### src/rtl/cpu_ctrl_pkg.sv
// ---------------------------------------------------------------------------
// cpu_ctrl_pkg
// Shared definitions for the pipeline control slice of the 5-stage CPU:
//   - nexttype_e    : branch-unit verdict coming back from EX
//   - PCSRC_*       : encodings for the PC mux select
//   - hz_state_e    : hazard FSM states
//   - BHT_RESET_VAL : power-up value of every branch history counter
//   - bht_train()   : 2-bit saturating counter update
// ---------------------------------------------------------------------------
package cpu_ctrl_pkg;

    typedef enum logic [1:0] {
        PCPLUS4      = 2'd0,
        BRANCH_OK    = 2'd1,
        BRANCH_WRONG = 2'd2,
        JUMP         = 2'd3
    } nexttype_e;

    localparam logic [1:0] PCSRC_SEQ     = 2'd0;
    localparam logic [1:0] PCSRC_JUMP    = 2'd1;
    localparam logic [1:0] PCSRC_RECOVER = 2'd2;

    // Weakly not-taken: one taken outcome flips the prediction.
    localparam logic [1:0] BHT_RESET_VAL = 2'b01;

    typedef enum logic {
        RUN    = 1'b0,
        LSTALL = 1'b1
    } hz_state_e;

    // Move a 2-bit counter toward taken (3) or not-taken (0), saturating.
    function automatic logic [1:0] bht_train(input logic [1:0] cnt, input logic taken);
        logic [1:0] res;
        res = cnt;
        if (taken && cnt != 2'b11) begin
            res = cnt + 2'b01;
        end else if (!taken && cnt != 2'b00) begin
            res = cnt - 2'b01;
        end
        return res;
    endfunction

endpackage

### src/rtl/bht_2bit.sv
// ---------------------------------------------------------------------------
// bht_2bit
// Branch history table of BHT_DEPTH 2-bit saturating counters.
// Ports:
//   clk, rst        : clock, synchronous active-high reset (all entries -> 01)
//   rd_pc           : fetch PC, combinational read port
//   rd_taken        : MSB of the addressed counter (prediction)
//   upd_valid       : train the entry addressed by upd_pc this cycle
//   upd_pc          : PC of the resolved branch
//   upd_taken       : actual outcome of that branch
// Index is pc[$clog2(BHT_DEPTH)+1:2]. A read and update of the same entry in
// one cycle returns the value held before the update (no bypass).
// ---------------------------------------------------------------------------
module bht_2bit
    import cpu_ctrl_pkg::*;
#(
    parameter int BHT_DEPTH = 16,
    parameter int PC_W      = 32
) (
    input  logic            clk,
    input  logic            rst,
    input  logic [PC_W-1:0] rd_pc,
    output logic            rd_taken,
    input  logic            upd_valid,
    input  logic [PC_W-1:0] upd_pc,
    input  logic            upd_taken
);

    localparam int IW = $clog2(BHT_DEPTH);

    logic [IW-1:0] rd_idx;
    logic [IW-1:0] upd_idx;
    logic [1:0]    cnt_q [BHT_DEPTH];

    assign rd_idx  = rd_pc[IW+1:2];
    assign upd_idx = upd_pc[IW+1:2];

    // Only the index field of each PC is meaningful here.
    logic unused_pc_bits;
    assign unused_pc_bits = ^{rd_pc[PC_W-1:IW+2], rd_pc[1:0],
                              upd_pc[PC_W-1:IW+2], upd_pc[1:0]};

    // One register per entry so every counter can be reset in one cycle.
    generate
        for (genvar gi = 0; gi < BHT_DEPTH; gi++) begin : g_entry
            logic [1:0] cnt_reg;

            always_ff @(posedge clk) begin
                if (rst) begin
                    cnt_reg <= BHT_RESET_VAL;
                end else if (upd_valid && upd_idx == IW'(gi)) begin
                    cnt_reg <= bht_train(cnt_reg, upd_taken);
                end
            end

            assign cnt_q[gi] = cnt_reg;
        end
    endgenerate

    assign rd_taken = cnt_q[rd_idx][1];

endmodule

### src/rtl/hazard_ctrl_unit.sv
// ---------------------------------------------------------------------------
// hazard_ctrl_unit
// Pipeline hazard / control unit for the 5-stage CPU.
// Ports:
//   clk, rst                         : clock, synchronous active-high reset
//   ex_nexttype                      : EX verdict (PCPLUS4/BRANCH_OK/BRANCH_WRONG/JUMP)
//   idex_memread, idex_rt            : load in ID/EX and its destination
//   ifid_rs, ifid_rt, ifid_uses_rt   : sources of the instruction in IF/ID
//   if_pc, if_predict_taken          : fetch PC and its BHT prediction
//   ex_br_valid, ex_br_pc, ex_br_taken : resolved conditional branch (BHT training)
//   pc_write, pc_src                 : PC enable and PC mux select
//   ifid_stall, ifid_flush, idex_flush : pipeline register controls
//   stall_count, flush_count         : saturating performance counters
// A load-use hazard holds the front end for LOAD_LAT cycles; a redirect
// (mispredict or jump) overrides any stall and flushes IF/ID and ID/EX.
// ---------------------------------------------------------------------------
module hazard_ctrl_unit
    import cpu_ctrl_pkg::*;
#(
    parameter int REG_AW    = 5,
    parameter int PC_W      = 32,
    parameter int LOAD_LAT  = 1,
    parameter int BHT_DEPTH = 16,
    parameter int CNT_W     = 32
) (
    input  logic              clk,
    input  logic              rst,
    input  logic [1:0]        ex_nexttype,
    input  logic              idex_memread,
    input  logic [REG_AW-1:0] idex_rt,
    input  logic [REG_AW-1:0] ifid_rs,
    input  logic [REG_AW-1:0] ifid_rt,
    input  logic              ifid_uses_rt,
    input  logic [PC_W-1:0]   if_pc,
    output logic              if_predict_taken,
    input  logic              ex_br_valid,
    input  logic [PC_W-1:0]   ex_br_pc,
    input  logic              ex_br_taken,
    output logic              pc_write,
    output logic [1:0]        pc_src,
    output logic              ifid_stall,
    output logic              ifid_flush,
    output logic              idex_flush,
    output logic [CNT_W-1:0]  stall_count,
    output logic [CNT_W-1:0]  flush_count
);

    // remain never exceeds LOAD_LAT-1.
    localparam int RW = (LOAD_LAT > 1) ? $clog2(LOAD_LAT) : 1;

    hz_state_e   state_reg, state_next, state_eff;
    logic [RW-1:0] remain_reg, remain_next;
    nexttype_e   nt;
    logic        haz;
    logic        redirect;

    assign nt       = nexttype_e'(ex_nexttype);
    assign redirect = (nt == BRANCH_WRONG) || (nt == JUMP);
    assign haz      = idex_memread && (idex_rt != '0) &&
                      ((idex_rt == ifid_rs) || (ifid_uses_rt && (idex_rt == ifid_rt)));

    // While reset is held the outputs decode as RUN, whatever the register holds.
    assign state_eff = rst ? RUN : state_reg;

    always_comb begin
        pc_write    = 1'b1;
        pc_src      = PCSRC_SEQ;
        ifid_stall  = 1'b0;
        ifid_flush  = 1'b0;
        idex_flush  = 1'b0;
        state_next  = state_eff;
        remain_next = remain_reg;

        if (redirect) begin
            pc_write    = 1'b1;
            ifid_flush  = 1'b1;
            idex_flush  = 1'b1;
            pc_src      = (nt == BRANCH_WRONG) ? PCSRC_RECOVER : PCSRC_JUMP;
            state_next  = RUN;
            remain_next = '0;
        end else if (state_eff == LSTALL) begin
            pc_write   = 1'b0;
            ifid_stall = 1'b1;
            idex_flush = 1'b1;
            // The cycle with remain==1 is the last stall cycle.
            if (remain_reg <= RW'(1)) begin
                state_next  = RUN;
                remain_next = '0;
            end else begin
                remain_next = remain_reg - RW'(1);
            end
        end else if (haz) begin
            pc_write   = 1'b0;
            ifid_stall = 1'b1;
            idex_flush = 1'b1;
            // This cycle is the first of LOAD_LAT stall cycles.
            if (LOAD_LAT > 1) begin
                state_next  = LSTALL;
                remain_next = RW'(LOAD_LAT - 1);
            end
        end
    end

    always_ff @(posedge clk) begin
        if (rst) begin
            state_reg  <= RUN;
            remain_reg <= '0;
        end else begin
            state_reg  <= state_next;
            remain_reg <= remain_next;
        end
    end

    always_ff @(posedge clk) begin
        if (rst) begin
            stall_count <= '0;
            flush_count <= '0;
        end else begin
            if (!pc_write && stall_count != '1) begin
                stall_count <= stall_count + CNT_W'(1);
            end
            if (ifid_flush && flush_count != '1) begin
                flush_count <= flush_count + CNT_W'(1);
            end
        end
    end

    bht_2bit #(
        .BHT_DEPTH (BHT_DEPTH),
        .PC_W      (PC_W)
    ) u_bht (
        .clk       (clk),
        .rst       (rst),
        .rd_pc     (if_pc),
        .rd_taken  (if_predict_taken),
        .upd_valid (ex_br_valid),
        .upd_pc    (ex_br_pc),
        .upd_taken (ex_br_taken)
    );

endmodule

### config.mk
export PLATFORM = sky130hd
export DESIGN_NAME = hazard_ctrl_unit
export DESIGN_NICKNAME = d
export VERILOG_FILES = /design/src/rtl/cpu_ctrl_pkg.sv /design/src/rtl/bht_2bit.sv /design/src/rtl/hazard_ctrl_unit.sv
export SDC_FILE = /design/constraint.sdc
export NUM_CORES = 1
export LEC_CHECK = 0
export ABC_CLOCK_PERIOD_IN_PS = 2800
export CAP_MARGIN = 20
export CORE_MARGIN = 2
export CORE_UTILIZATION = 47
export DETAILED_ROUTE_END_ITERATION = 8
export PLACE_DENSITY = 0.89
export RECOVER_POWER = 25
export SYNTH_ARGS = -nofsm -noshare
export SYNTH_HDL_FRONTEND = slang
export SYNTH_SLANG_ARGS = --single-unit
### constraint.sdc
create_clock -name clk -period 2.8 [get_ports clk]
set_input_delay 0.84 -clock clk [delete_from_list [all_inputs] [get_ports clk]]
set_output_delay 0.84 -clock clk [all_outputs]
set_load 0.005 [all_outputs]
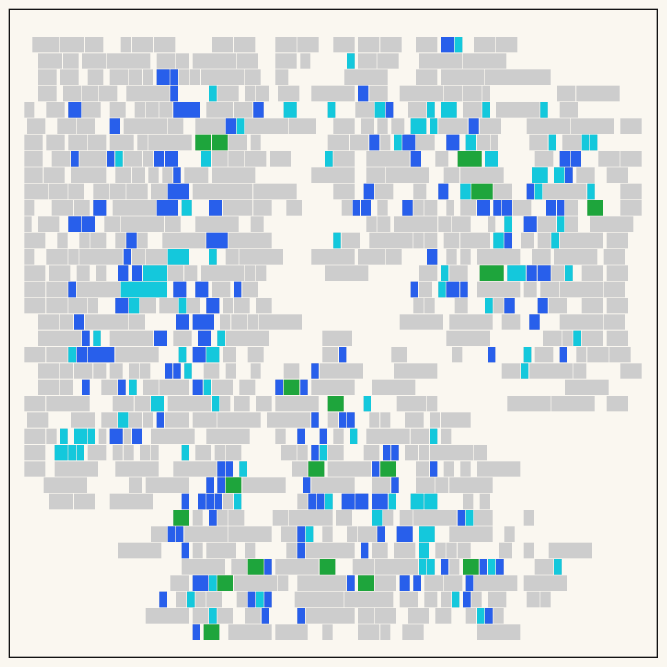
Fig. 1. Logic cells by family.
(6 px per um)
- nand cells: blue (cells 138)
- nor cells: cyan (cells 90; where all over the die)
- non-inverting ao/oa cells: green (cells 18)

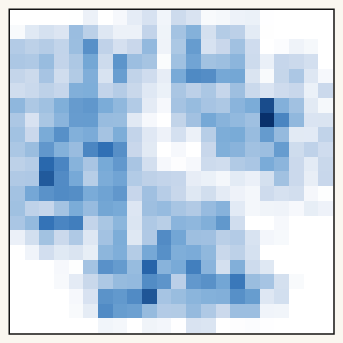
Fig. 2. Signal metal coverage by tile.
(3 px per um) 22 x 22 tiles, from white (low) to dark blue (high), scaled to the fullest tile. Values are wire area over tile area, all layers added.
- emptiest ninth of the die: lower right
- nearly empty tiles: 17%
- densest ninth of the die: middle left

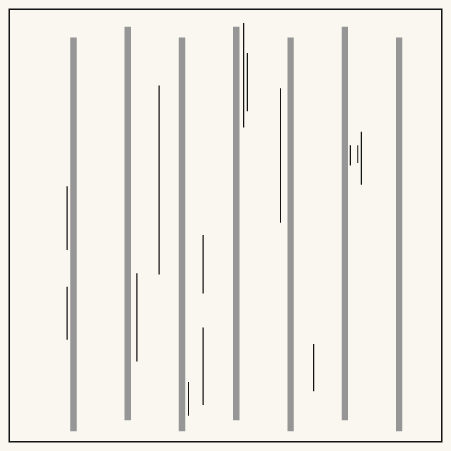
Fig. 3. Met4 routing.
(4 px per um) Supply wires on this layer in grey.
- wire length on this layer: 246 um
- longest straight run: 46.9 um

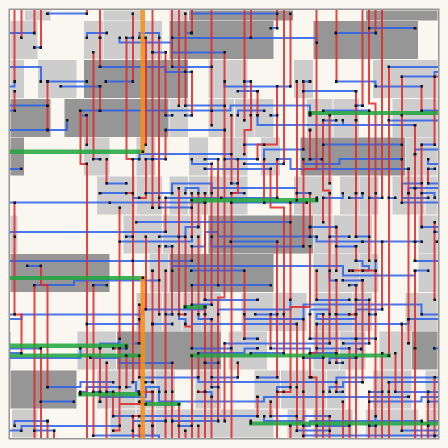
Fig. 4. Zoomed window.
Window x 39 to 69, y 17 to 47 um. Cells in grey, sequential cells in the stronger grey; small squares are vias.
- M2: red
- M3: green
- M1: blue
- M4: orange
- cells with their middle in the window: 77
- most frequent: nand2_1 (19), dfxtp_1 (10)
- sequential cells in the window: 10
- netlist names of flops here include: u_bht.g_entry.cnt_reg (10)

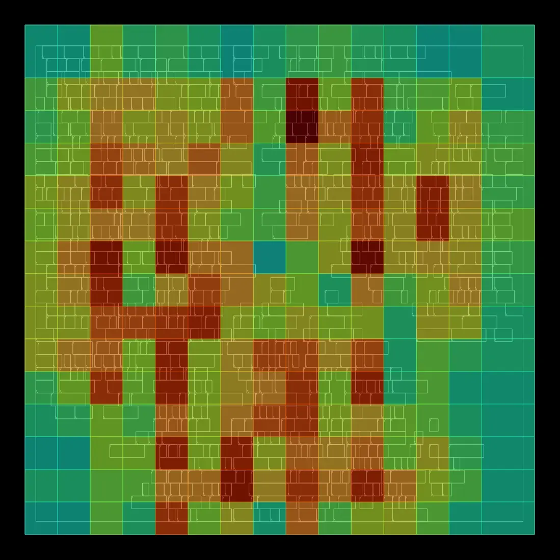
Fig. 5. Track usage over the die.
grt met1 use: 30.1%
WL/cell: 15.4 um
Final Core Density: 63.0%
met2 Use GR: 40.4%

==> notes.md <==
fresh numbers from the pnr run: Post-Synth AOI/OAI Area=between 15 and 20%, async set-reset flop share out of synthesis=0%, Netlist cell types=about 55, FF-to-FF setup slack=about 0.35 ns, 1st-iter DRT viols=between 300 and 400, Die ar.=11600 um^2, CP top delay family=simple AND/OR/NAND/NOR gates, post-route insts no fill=874, comb area leader=simple AND/OR/NAND/NOR gates, vias in the first global route=4939, ranking of synthesized cells by area=dfxtp_1 38%, nand2_1 5.6%, nor2_1 4.7%, max-cap viol count=0, overall routed net length=~13 mm, Hold Path Origin=u_bht.g_entry[15].cnt_reg[0]$_SDFFE_PP1P_, terminus of the critical flop-to-flop path=flush_count[26]$_SDFFE_PP0P_, Final HPWL DP=between 9 and 10 mm, Worst Hold End=u_bht.g_entry[15].cnt_reg[1]$_SDFFE_PP0P_, Clock Tree Root=clkbuf_8, hold slack=about 0.48 ns, cycle use final=102%, Clock-cell share=between 3 and 4%, Synth flops=about 96, Arr. time, crit path=roughly 2 ns, cts hold-fix bufs=0, Comb group=0.292 mW, cell row count=37, Slew HR=between 30% and 40%, Crit path depth=8, Final WS setup=-0.0453 ns, P_sw=around 0.70 mW, WL met1=5.59 mm, EDFF count, synth=0, # Taps=approximately 140, highest clock rate=between 300 and 400 MHz, area post-placement=6320 um^2, syn nets=710, H-tree Lvls=3, Buf/Inv on CP=4, M3 GR Usage=under 10%, total CTS buffers=9, clk_lat worst skew=roughly 0.37 ns, Adders+Majority by Area=0.494%, CP Launch Type=input pin, RSZ-0062 raised after global routing=true, crit-path cells=buf_6 -> or4_4 -> o21ai_4 -> buf_6 -> nor2_4 -> nand2_2 -> inv_2 -> buf_6, GRT Overall Usage=between 20% and 30%, DP Worst Slack=-0.950 ns, Slew Limit Fails=0, P_seq=around 1.5 mW, mapped cell area=approximately 5100 um^2, first-pass GRT wire length=roughly 23 mm, final count of hold timing violations=0, router iterations before antenna repair=5, largest net degree at the start of global routing=between 60 and 70, vias=between 5000 and 6000, Worst-Margin Slew=around 0.91 ns, syn_area_per_cell=approximately 8.1 um^2, register area=~1900 um^2, setup total negative slack=-0.101 ns, Clock Tree Buf Depth=2, Setup Buffers After CTS=3, # diodes=0, crit path launch=idex_rt[1], initial antenna violation count=0, Clock power frac=roughly a third, Synth mux share=about 3.3%, Seq area share=slightly below 30%, Critical Path RT=1.96 ns, yosys cell count=621, Pint=about 2 mW, CP max-delay cell=or4_4, clock buf count=9, #MultiIn Comb=between 400 and 500, CTS Sinks=around 96, Synth-to-Final Area Change=29.0%, simple share=between 30 and 40%, Routed Antenna Nets=0, status=complete, but fails checks, Worst VDD drop=~0.24 mV, violated checks=negative setup slack, post-cts sizing count=around 52, CP max FO=2, Non-clock buffers=around 130, # setup viols final=3, Most common reg cell=dfxtp_1, DR WL met2=between 6 and 7 mm, tool warnings=about 84, Switching Share=26.2%, highest routed layer=met4, Synth warnings=0, crit path kind=in2out, Tot Pwr=around 2.7 mW, fill count=roughly 870, DIE WIDTH=108 um, Init Core Util=about 49%, routed vias/inst=about 6, Final #Nets=about 800, CP endpoint kind=primary output, layout cells sized above 1=about an eighth, most common cell in the netlist=dfxtp_1, sequential share of power=a little over half, Logic pwr share=11.0%, Seq share, synth=between 30 and 40%, GRT Max-Usage Layer=met2, PD cells=~410 nW/um^2, total gr overflow=0, Synth top cells by count=96 x dfxtp_1, 76 x nand2_1, 64 x nor2_1, 43 x a21oi_1, 40 x o21ai_0
Power and IR drop assume default switching activity.
